===== src/rtl/act_skew_feeder.sv =====
// Skews activation vectors onto the systolic array west edge (lane r lags lane 0 by r
// advances), drives the array-wide compute enable and drains zeros after the last vector.
module act_skew_feeder #(
  parameter int DATA_W = 16,
  parameter int ROWS   = 4,
  parameter int COLS   = 4
) (
  input  logic                     clk,
  input  logic                     rst,
  input  logic                     in_valid,
  output logic                     in_ready,
  input  logic [ROWS*DATA_W-1:0]   in_data,
  input  logic                     in_last,
  output logic [ROWS*DATA_W-1:0]   west_out,
  output logic                     compute,
  output logic                     busy,
  output logic                     done
);

  typedef enum logic [1:0] {IDLE, STREAM, DRAIN} state_t;

  localparam int CNT_W = $clog2(ROWS + COLS);
  localparam logic [CNT_W-1:0] LAST_CNT = CNT_W'(ROWS + COLS - 2);

  state_t           state;
  logic [CNT_W-1:0] cnt;
  logic             draining;
  logic             xfer;
  logic             adv;

  assign draining = (state == DRAIN);
  assign xfer     = in_valid & in_ready & ~draining;
  assign adv      = xfer | draining;

  // One register chain per lane; the chain length r+1 is what produces the diagonal skew.
  for (genvar r = 0; r < ROWS; r++) begin : g_lane
    logic [DATA_W-1:0] chain [r+1];

    always_ff @(posedge clk) begin
      if (!rst) begin
        for (int k = 0; k <= r; k++) chain[k] <= '0;
      end else if (adv) begin
        chain[0] <= draining ? '0 : in_data[r*DATA_W +: DATA_W];
        for (int k = 1; k <= r; k++) chain[k] <= chain[k-1];
      end
    end

    assign west_out[r*DATA_W +: DATA_W] = chain[r];
  end

  // in_ready and busy are registered alongside the state so they reflect the state just entered.
  always_ff @(posedge clk) begin
    if (!rst) begin
      state    <= IDLE;
      cnt      <= '0;
      compute  <= 1'b0;
      done     <= 1'b0;
      busy     <= 1'b0;
      in_ready <= 1'b0;
    end else begin
      compute <= adv;
      done    <= 1'b0;
      case (state)
        IDLE, STREAM: begin
          cnt <= '0;
          if (xfer) begin
            busy <= 1'b1;
            if (in_last) begin
              state    <= DRAIN;
              in_ready <= 1'b0;
            end else begin
              state    <= STREAM;
              in_ready <= 1'b1;
            end
          end else begin
            busy     <= (state == STREAM);
            in_ready <= 1'b1;
          end
        end
        DRAIN: begin
          if (cnt == LAST_CNT) begin
            state    <= IDLE;
            cnt      <= '0;
            done     <= 1'b1;
            busy     <= 1'b0;
            in_ready <= 1'b1;
          end else begin
            cnt      <= cnt + CNT_W'(1);
            busy     <= 1'b1;
            in_ready <= 1'b0;
          end
        end
        default: begin
          state    <= IDLE;
          cnt      <= '0;
          busy     <= 1'b0;
          in_ready <= 1'b1;
        end
      endcase
    end
  end

endmodule

===== config.mk =====
export PLATFORM = sky130hd
export DESIGN_NAME = act_skew_feeder
export DESIGN_NICKNAME = d
export VERILOG_FILES = /design/src/rtl/act_skew_feeder.sv
export SDC_FILE = /design/constraint.sdc
export NUM_CORES = 1
export LEC_CHECK = 0
export ABC_AREA = 1
export CAP_MARGIN = 5
export CORE_UTILIZATION = 55
export DETAILED_ROUTE_END_ITERATION = 10
export PLACE_DENSITY = 0.85
export SLEW_MARGIN = 10
export SYNTH_ARGS = -nofsm -noshare
export SYNTH_HDL_FRONTEND = slang
export SYNTH_SLANG_ARGS = --single-unit

===== constraint.sdc =====
create_clock -name clk -period 11.3 [get_ports clk]
set_clock_uncertainty 0.1 [all_clocks]
set_input_delay 2.26 -clock clk [delete_from_list [all_inputs] [get_ports clk]]
set_output_delay 2.26 -clock clk [all_outputs]
set_load 0.01 [all_outputs]

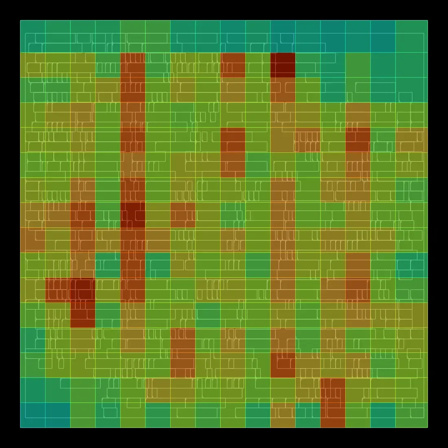
*Track usage over the die*
Core Util, Final: 73.1%
met3 Usage GRT: 7.02%
busiest layer in global routing: met2
M1 GR Usage: 20.7%
WL/cell: 12.3 um

==> Changelog: implementation <==
### Changed

* Post-synth EDFFs at around 160
* Top FF cell, synth: edfxtp_1
* Final GP Congestion at 0.666
* Clock latency at the later pin of the worst-skew pair at around 0.42 ns
* Top cells excl fill/tap: nor2_1, inv_1, edfxtp_1, clkdlybuf4s50_1, clkbuf_16
* Cells after Synth at around 570
* Bufs w/o clock at 136
* Crit path cell chain: clkdlybuf4s50_1 > nand2_1 > nand3_4 > buf_4
* Biggest regs: g_lane.chain x160, cnt x3, state x2
* Diode count at 0
* Final hold vios at 0
* Clock Sinks at 169
* Reg2Reg Depth at 3
* Worst setup margin at 6.52 ns
* YS chip area at about 6700 um2
* Clock share of power at 39.9%
* Final Cell Area at 8530 um2
* Post-DP Area at between 7000 and 8000 um2
* Aoi share at 0%
* Worst Max-Slew Pin Slew at about 1.2 ns
* Netlist cell types at 15
* Share of cells above drive strength 1 at under 10%
* CTS tree: built
* Rows at 39
* Biggest area cells: edfxtp_1, nor2_1, inv_1
* Combinational share of power at 8.8%
* Total global routing overflow at 0
* Sw frac at 20.7%
* Layout Cells excl Fill at 833
* Power, Total at approximately 1.5 mW
* Comb group at roughly 130 uW
* Status: finished, final reports clean
* Slew Limit Fails at 0
* Hold WS at ~0.37 ns
* Commonest Layout Cell: nor2_1
* Max-slew headroom at just over 20%
* Max Used Layer: met4
* CP bufs+invs at 2
* OpenROAD warnings at 29
* WHS Endpoint: cnt[0]
* Max-area cell share at 71.7%
* Area delta synth->final at 27.3%
* Full die area at around 13000 um2
* Seq pwr at 759 uW
* Maximum VDD drop at 0.104 mV
* Startpoint class of the critical path: primary input
* Pwr per Cell Area at 174 nW/um2
* Metal-1 WL at 4.28 mm
* FF-to-FF setup slack at between 8 and 9 ns
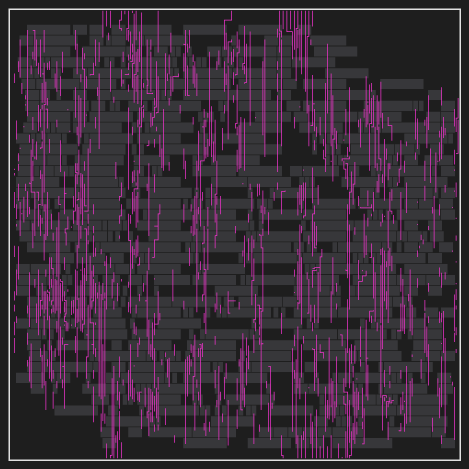
*Metal 2*
(4 px per um)
main direction: vertical
wire length on this layer: 4950 um
nets with wire on the layer: 569
longest straight run: 35.7 um
share of all routed wire: 48%
WL final: 10.3 mm
met2 usage: 29.5%
via count: 3765

Power and IR drop assume default switching activity.
